==> run_1/m2.png <==
Scale: 6 px per um. Cells faint in the background.
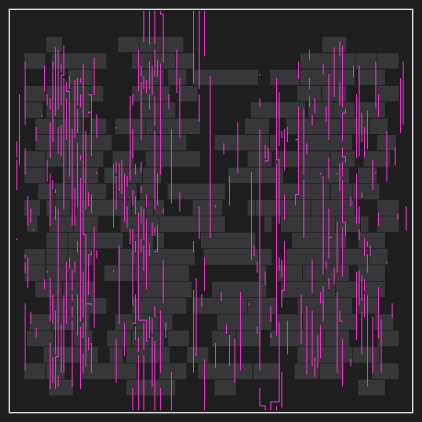
==> run_1/class_map.png <==
Scale: 6 px per um. Fill, decap, tap and diode cells in grey.
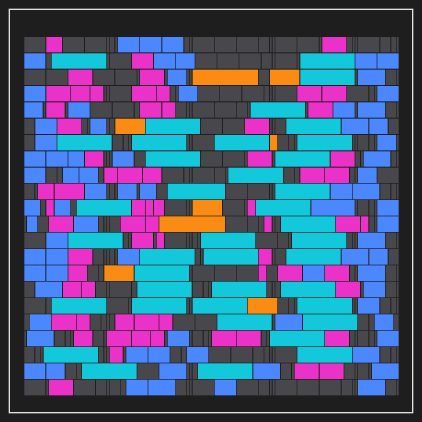
==> run_1/clock_wires.png <==
Scale: 8 px per um.
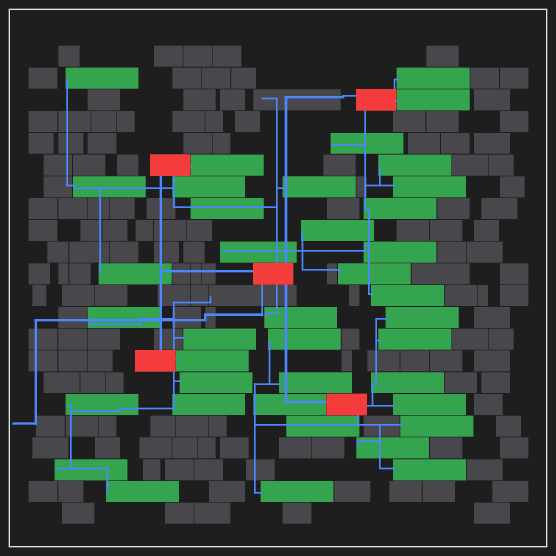
==> run_1/clock_nets.png <==
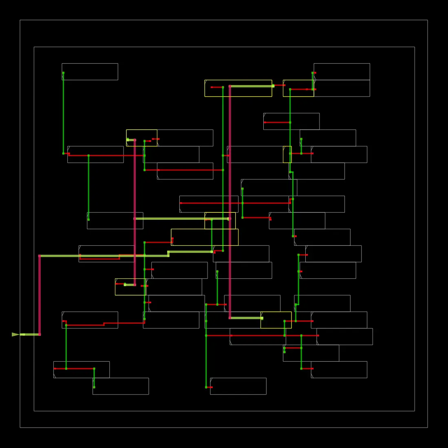
## config.mk

```make
export PLATFORM = sky130hd
export DESIGN_NAME = bram_portb_arbiter
export DESIGN_NICKNAME = d
export VERILOG_FILES = /design/src/rtl/bram_portb_arbiter.sv
export SDC_FILE = /design/constraint.sdc
export NUM_CORES = 1
export LEC_CHECK = 0
export ABC_CLOCK_PERIOD_IN_PS = 1600
export CORE_MARGIN = 2
export CORE_UTILIZATION = 41
export CTS_CLUSTER_SIZE = 20
export DETAILED_ROUTE_END_ITERATION = 8
export PLACE_DENSITY = 0.78
export SLEW_MARGIN = 20
export SYNTH_ARGS = -nofsm -noshare
export SYNTH_HDL_FRONTEND = slang
export SYNTH_SLANG_ARGS = --single-unit
```

## constraint.sdc

```tcl
create_clock -name clk_6144mhz -period 1.6 [get_ports clk_6144mhz]
set_clock_uncertainty 0.1 [all_clocks]
set_input_delay 0.24 -clock clk_6144mhz [delete_from_list [all_inputs] [get_ports clk_6144mhz]]
set_output_delay 0.24 -clock clk_6144mhz [all_outputs]
set_load 0.02 [all_outputs]
```

## src/rtl/bram_portb_arbiter.sv

```systemverilog
// rtl/bram_portb_arbiter.sv - round-robin sharing of BRAM port B between two requesters
//
// Purpose: grants one of two requesters per cycle onto the single port B of the
// transmit handshake BRAM, registers the port-B pins, tags in-flight reads and
// steers returned data back to the requester that issued the read.
//
// Ports:
//   clk_6144mhz          system clock, all logic on rising edge
//   rst                  asynchronous active-high reset
//   reqN_valid           requester N access request, held until accepted
//   reqN_we              1 = write, 0 = read
//   reqN_addr/wdata      access address / write data
//   reqN_ready           access accepted this cycle (combinational grant)
//   reqN_rvalid          one-cycle pulse, reqN_rdata holds the read result
//   reqN_rdata           read data for requester N (holds between pulses)
//   bram_doutb           BRAM port-B read data
//   bram_web/addrb/dinb  registered BRAM port-B write enable / address / write data
module bram_portb_arbiter #(
  parameter int ADDR_W       = 2,
  parameter int DATA_W       = 9,
  parameter int READ_LATENCY = 2
) (
  input  logic              clk_6144mhz,
  input  logic              rst,
  input  logic              req0_valid,
  input  logic              req0_we,
  input  logic [ADDR_W-1:0] req0_addr,
  input  logic [DATA_W-1:0] req0_wdata,
  output logic              req0_ready,
  output logic              req0_rvalid,
  output logic [DATA_W-1:0] req0_rdata,
  input  logic              req1_valid,
  input  logic              req1_we,
  input  logic [ADDR_W-1:0] req1_addr,
  input  logic [DATA_W-1:0] req1_wdata,
  output logic              req1_ready,
  output logic              req1_rvalid,
  output logic [DATA_W-1:0] req1_rdata,
  input  logic [DATA_W-1:0] bram_doutb,
  output logic              bram_web,
  output logic [ADDR_W-1:0] bram_addrb,
  output logic [DATA_W-1:0] bram_dinb
);

  logic              last_grant;
  logic              grant0;
  logic              grant1;
  logic              accept;
  logic              sel_we;
  logic [ADDR_W-1:0] sel_addr;
  logic [DATA_W-1:0] sel_wdata;

  // Read tag pipe: stage k is visible k+1 cycles after the read was accepted,
  // so the last stage lines up with the cycle bram_doutb carries the result.
  logic [READ_LATENCY:0] pipe_valid;
  logic [READ_LATENCY:0] pipe_id;

  // On conflict the requester that did not win last time is served.
  always_comb begin
    grant0 = 1'b0;
    grant1 = 1'b0;
    if (req0_valid && req1_valid) begin
      if (last_grant) grant0 = 1'b1;
      else            grant1 = 1'b1;
    end else if (req0_valid) begin
      grant0 = 1'b1;
    end else if (req1_valid) begin
      grant1 = 1'b1;
    end
  end

  assign req0_ready = req0_valid & grant0;
  assign req1_ready = req1_valid & grant1;
  assign accept     = req0_ready | req1_ready;
  assign sel_we     = grant1 ? req1_we    : req0_we;
  assign sel_addr   = grant1 ? req1_addr  : req0_addr;
  assign sel_wdata  = grant1 ? req1_wdata : req0_wdata;

  // Port-B pins; address and data hold while idle, only the write enable drops.
  always_ff @(posedge clk_6144mhz or posedge rst) begin
    if (rst) begin
      bram_web   <= 1'b0;
      bram_addrb <= '0;
      bram_dinb  <= '0;
      last_grant <= 1'b1;
    end else if (accept) begin
      bram_web   <= sel_we;
      bram_addrb <= sel_addr;
      bram_dinb  <= sel_wdata;
      last_grant <= grant1;
    end else begin
      bram_web   <= 1'b0;
    end
  end

  always_ff @(posedge clk_6144mhz or posedge rst) begin
    if (rst) begin
      pipe_valid <= '0;
      pipe_id    <= '0;
    end else begin
      pipe_valid[0] <= accept & ~sel_we;
      pipe_id[0]    <= grant1;
      pipe_valid[READ_LATENCY:1] <= pipe_valid[READ_LATENCY-1:0];
      pipe_id[READ_LATENCY:1]    <= pipe_id[READ_LATENCY-1:0];
    end
  end

  // Capture the returned word for the tagged requester; the pulse and the data
  // become visible together on the following cycle.
  always_ff @(posedge clk_6144mhz or posedge rst) begin
    if (rst) begin
      req0_rvalid <= 1'b0;
      req1_rvalid <= 1'b0;
      req0_rdata  <= '0;
      req1_rdata  <= '0;
    end else begin
      req0_rvalid <= pipe_valid[READ_LATENCY] & ~pipe_id[READ_LATENCY];
      req1_rvalid <= pipe_valid[READ_LATENCY] &  pipe_id[READ_LATENCY];
      if (pipe_valid[READ_LATENCY] && !pipe_id[READ_LATENCY]) req0_rdata <= bram_doutb;
      if (pipe_valid[READ_LATENCY] &&  pipe_id[READ_LATENCY]) req1_rdata <= bram_doutb;
    end
  end

endmodule
```

==> impl_metrics.ini <==
; synthesis and place-and-route metrics
[logic_synthesis]
synth_cells = 111
post_synth_most_frequent_cells = 38 x sky130_fd_sc_hd__dfrtp_1, 16 x sky130_fd_sc_hd__mux2_2, 10 x sky130_fd_sc_hd__nor2b_1, 10 x sky130_fd_sc_hd__o221a_2, 9 x sky130_fd_sc_hd__a211o_1
mappedNetlistArea_mm2 = 0.00163
ys_warn_count = 0
postSynthAreaPerCell_um2 = 14.7

[die]
die_height_um = 67.0
io_pins = 71

[power_and_ir_drop]
total_switching_power_mw = 0.851
power_frac_seq_pct = 39.9
power_density_mw_per_mm2 = 1230

[detailed_routing]
routedWlPerCell_um = 15.2
postRouteWirelength_um = 3610

[outcome]
status = completed

[sta]
max_freq_mhz = 641
finalSetupViolCount = 0

[setup_path]
timing.critical_path.depth = 1
timing.critical_path.slowest_stage_cell = sky130_fd_sc_hd__clkdlybuf4s50_1
critical_path.endpoint_type = output port

[global_route]
gr-max-usage-layer = met2

[cells_and_area]
comb.multi_input.count = 60
finalInstanceArea_mm2 = 0.00255
finish.cell_count_without_fillers = 238

[placement]
gp_congestion = 0.711
place.detailed.instances = 230

[clock_network]
worst_setup_hold_path_clk_slew_ns = 0.07
cts-root-to-sink-buffers = 2
About m2.png:
wire length on this layer: 1750 um
nets with wire on the layer: 207
share of all routed wire: 49%
main direction: vertical

About class_map.png:
[magenta] remaining logic cells | cells: 66
[cyan] registers | cells: 39
[orange] clock drivers and dummy loads | cells: 8
[blue] remaining buffers and delay cells | cells: 77

About clock_wires.png:
[red] clock-net drivers | count: 5
[blue] clock wires | length: 444 um
[green] flip-flops | count: 39
routed clock nets: 6

About clock_nets.png:
number of buffers inserted during clock tree synthesis: 5
num sequential: 39
# clk buffers: 6
clock sink count: 39
source-to-sink clock delay at the later pin of the worst-skew pair: 0.29 ns

[run 1: sequential cells by signal, indices dropped and copies added (netlist names)]
| name | cells |
|---|---|
| bram_dinb | 9 |
| req0_rdata | 9 |
| req1_rdata | 9 |
| pipe_id | 3 |
| pipe_valid | 3 |
| bram_addrb | 2 |
| bram_web | 1 |
| last_grant | 1 |
| req0_rvalid | 1 |
| req1_rvalid | 1 |
[run 1: final timing paths]
check | start | endpoint | slack, ns
worst max-delay path | bram_web | bram_web | 0.04
worst min-delay path | rst | req1_rdata[2] | 0.21
worst max register to register | last_grant | bram_dinb[4] | 0.22
worst min register to register | pipe_id[0] | pipe_id[1] | 0.25
max in group asynchronous | rst | last_grant | 0.93
min in group clk_6144mhz | pipe_id[0] | pipe_id[1] | 0.25
